$ cat config.mk
export PLATFORM = sky130hd
export DESIGN_NAME = logic_gate_pipe
export DESIGN_NICKNAME = d
export VERILOG_FILES = /design/src/rtl/logic_gate_pipe.sv
export SDC_FILE = /design/constraint.sdc
export NUM_CORES = 1
export LEC_CHECK = 0
export ABC_AREA = 0
export CELL_PAD_IN_SITES_DETAIL_PLACEMENT = 1
export CELL_PAD_IN_SITES_GLOBAL_PLACEMENT = 1
export CORE_UTILIZATION = 30
export DETAILED_ROUTE_END_ITERATION = 8
export PLACE_DENSITY = 0.78
export SLEW_MARGIN = 20
export SYNTH_ARGS = -nofsm -noshare
export SYNTH_HDL_FRONTEND = slang
export SYNTH_SLANG_ARGS = --single-unit
$ cat constraint.sdc
create_clock -name clk -period 4.22 [get_ports clk]
set_input_delay 1.055 -clock clk [delete_from_list [all_inputs] [get_ports clk]]
set_output_delay 1.055 -clock clk [all_outputs]
set_load 0.01 [all_outputs]
$ cat src/rtl/logic_gate_pipe.sv
// Bitwise gate unit (NOT/AND/NAND/OR/NOR/XOR/XNOR) behind a 2-entry in-order result buffer.
// Define LOGIC_GATE_PIPE_STATS_EN to build the saturating ops_count transfer counter.
module logic_gate_pipe #(
    parameter int WIDTH = 8
) (
    input  logic             clk,
    input  logic             rst,
    input  logic             in_valid,
    output logic             in_ready,
    input  logic [2:0]       op,
    input  logic [WIDTH-1:0] in_a,
    input  logic [WIDTH-1:0] in_b,
    output logic             out_valid,
    input  logic             out_ready,
    output logic [WIDTH-1:0] result,
    output logic             op_err,
    output logic [15:0]      ops_count
);

    typedef struct packed {
        logic [WIDTH-1:0] res;
        logic             err;
    } entry_t;

    entry_t     head_q, head_d, tail_q, tail_d, new_e;
    logic [1:0] cnt_q, cnt_d;
    logic       in_ready_q, out_valid_q;
    logic       push, pop;

    always_comb begin
        new_e.err = 1'b0;
        unique case (op)
            3'd0:    new_e.res = ~in_a;
            3'd1:    new_e.res = in_a & in_b;
            3'd2:    new_e.res = ~(in_a & in_b);
            3'd3:    new_e.res = in_a | in_b;
            3'd4:    new_e.res = ~(in_a | in_b);
            3'd5:    new_e.res = in_a ^ in_b;
            3'd6:    new_e.res = ~(in_a ^ in_b);
            default: begin
                new_e.res = '0;
                new_e.err = 1'b1;
            end
        endcase
    end

    assign push = in_valid && in_ready_q;
    assign pop  = out_valid_q && out_ready;

    // Head always holds the oldest entry; tail only matters at occupancy 2.
    always_comb begin
        head_d = head_q;
        tail_d = tail_q;
        cnt_d  = cnt_q;
        unique case ({push, pop})
            2'b10: begin
                if (cnt_q == 2'd0) head_d = new_e;
                else               tail_d = new_e;
                cnt_d = cnt_q + 2'd1;
            end
            2'b01: begin
                head_d = tail_q;
                cnt_d  = cnt_q - 2'd1;
            end
            2'b11: head_d = new_e;
            default: ;
        endcase
    end

    // Handshake flags are registered from next occupancy so neither depends
    // combinationally on in_valid or out_ready.
    always_ff @(posedge clk or posedge rst) begin
        if (rst) begin
            head_q      <= '0;
            tail_q      <= '0;
            cnt_q       <= 2'd0;
            in_ready_q  <= 1'b0;
            out_valid_q <= 1'b0;
        end else begin
            head_q      <= head_d;
            tail_q      <= tail_d;
            cnt_q       <= cnt_d;
            in_ready_q  <= (cnt_d != 2'd2);
            out_valid_q <= (cnt_d != 2'd0);
        end
    end

    assign in_ready  = in_ready_q;
    assign out_valid = out_valid_q;
    assign result    = head_q.res;
    assign op_err    = head_q.err;

`ifdef LOGIC_GATE_PIPE_STATS_EN
    logic [15:0] ops_q;

    always_ff @(posedge clk or posedge rst) begin
        if (rst)                           ops_q <= 16'h0000;
        else if (pop && ops_q != 16'hFFFF) ops_q <= ops_q + 16'd1;
    end

    assign ops_count = ops_q;
`else
    assign ops_count = 16'h0000;
`endif

endmodule

**Routing congestion**

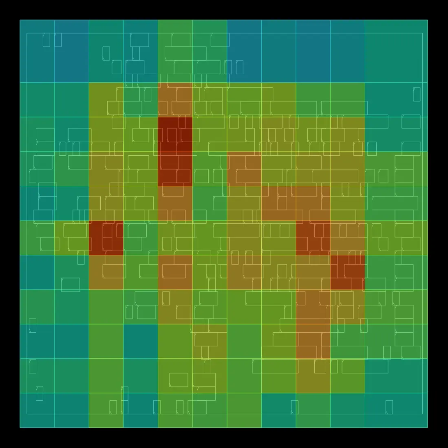
wire per inst: 13.4 um
Core Util, Final: 37.5%
grt peak-use layer: met2
met2 usage: 21.8%

**Cell classes on the final placement**

Bar = 20 um.
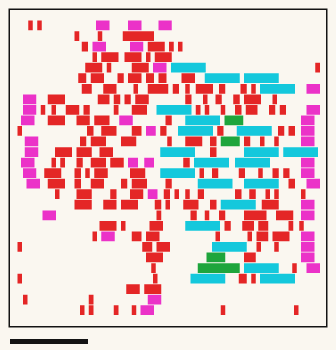
remaining logic cells -> red  # cells 173, share of their area 55%
sequential cells -> cyan  # cells 22, share of their area 25%
clock drivers and dummy loads -> green  # cells 4, share of their area 3.3%
remaining buffers and delay cells -> magenta  # cells 37, share of their area 17%
finished layout cell area: 2260 um^2
Core Rows: 28
Core Area: 6030 um^2
fraction of area in registers: 24.4%

==> out/qor.csv <==
metric,value,unit
Post-route DRC,0,
critical path's largest stage delay,1050,ps
GRT Total Usage,13.6,%
RSZ-0062 raised after global routing,no,
Tcrit/Tclk final,68.7,%
Max VDD drop,0.000225,V
Hold Buf Count CTS,0,
CP max stage cell,clkdlybuf4s50_1,
ANT nets after route,0,
top cell type's share of synthesized area,29.0,%
hold path depth,2,
R2R setup slack,2240,ps
status,finished clean,
synth top area cells,"dfrtp_1, ha_1, buf_4",
dpl ws,1020,ps
total number of yosys warnings,0,
clock share of power,19.1,%
Commonest flop,dfrtp_1,
mapped cell area,1900,um^2
CTS tree,built,
Post-Route M1 WL,2.05,mm
Yosys cell types,38,
headroom to the max-slew limit,40.9,%
total iterations of the first detailed-routing run,4,
# IOs,50,
Seq. pwr,0.375,mW
CP max FO,25,
clk pwr,0.198,mW
Crit. End Element,register,
CP startpoint,op[0],
PortBufs,33,
Post-Route WL,4.16,mm
Net Sw Frac,36.6,%
Avg Synthesized Cell Area,9.03,um^2
Die ar.,6640,um^2
number of max-cap violations,0,
Post-synth ARST share,100,%
number of enable flip-flop cells,0,
Top delay family on crit path,buffers and inverters,
type of the worst min-delay path,register to register,
met3 wire length,160,um
CTS sink cnt,22,
setup repair bufs after CTS,0,
Worst Setup Start Kind,input pin,
tool warnings,36,
Vias/cell,4.86,
setup violators final,0,
GP Congestion,0.829,
Vias,1512,
Skew-Pair Late Insertion Delay,270,ps
post-synth top area cell,dfrtp_1,
Hold Startpoint,tail_q[3],
number of CTS-inserted buffers,3,
crit path cell chain,"clkdlybuf4s50_1, buf_4, mux2i_1, nor3b_1, a221o_1, o21ai_1",
highest routed layer,met4,
met2 wire length,1.87,mm
Gate Count Post-Synth,210,
met1 Use GR,18.8,%
crit path to,result[0],
clk slew on worst S/H paths,80,ps
Period minus WS final,2900,ps
Nets,279,
power density over cell area,459,nW/um^2
initial DRC count,73,
Ant. Diodes,0,
worst hold path endpoint,tail_q[3],
"top cells by count, synth","dfrtp_1, nand2_1, inv_1",
sw power,0.380,mW
post-CTS sizing,0,
r2r endpoint,result[0],
htree depth,1,
-- stage by stage --
step | hold WS [ps] | cell area (um^2) | std cells | util, % | total power, mW
6_report | 493 | 2260 | 311 | 37.5 | 1.04
5_1_grt | 541 | 2260 | 311 | 37.5 | 1.13
4_1_cts | 497 | 2260 | 311 | 37.5 | 1.05
3_5_place_dp | 479 | 2190 | 307 | 36.3 | 0.846
3_3_place_gp | 462 | 2190 | 307 | 36.3 | 0.824
2_1_floorplan | 450 | 1950 | 225 | - | 0.675
-- cell usage in the layout (no fill, tap or decap), types with 7 or more instances in the layout --
master,count
clkdlybuf4s50_1,33
nand2_1,22
dfrtp_1,22
inv_1,20
ha_1,19
conb_1,16
nor3_1,14
a21oi_1,14
mux2i_1,11
o21ai_1,9
o21ai_0,7
-- area by class of cell --
cell class | count | area (um^2)
clock buffers | 3 | 41.3
repair buffers | 37 | 360
fillers | 721 | 3770
well taps | 75 | 93.8
flip-flops and latches | 22 | 551
multi-input cells | 153 | 1110
clock inverters | 1 | 30.0
inverters | 20 | 75.1
-- cells by family (layout without fill, tap and decap cells) --
| logic type | Yosys count | count (layout) | share of synthesized area [%] |
|---|---|---|---|
| other | 1 | 16 | 0.198 |
| AND/OR/NAND/NOR | 48 | 48 | 12.1 |
| buffers and inverters | 50 | 61 | 15.5 |
| AND-OR/OR-AND | 49 | 49 | 18.5 |
| flip-flops | 22 | 22 | 29.0 |
| multiplexers | 18 | 18 | 10.8 |
| XOR/XNOR | 3 | 3 | 1.39 |
| adder cells (fa/ha/maj) | 19 | 19 | 12.5 |
-- state kept, by name, summed over array words and instances (netlist names) --
| register | flops |
|---|---|
| in_ready | 1 |
| cnt_q | 2 |
| result | 8 |
| out_valid | 1 |
| op_err | 1 |
| tail_q | 9 |
Power and IR drop assume default switching activity.
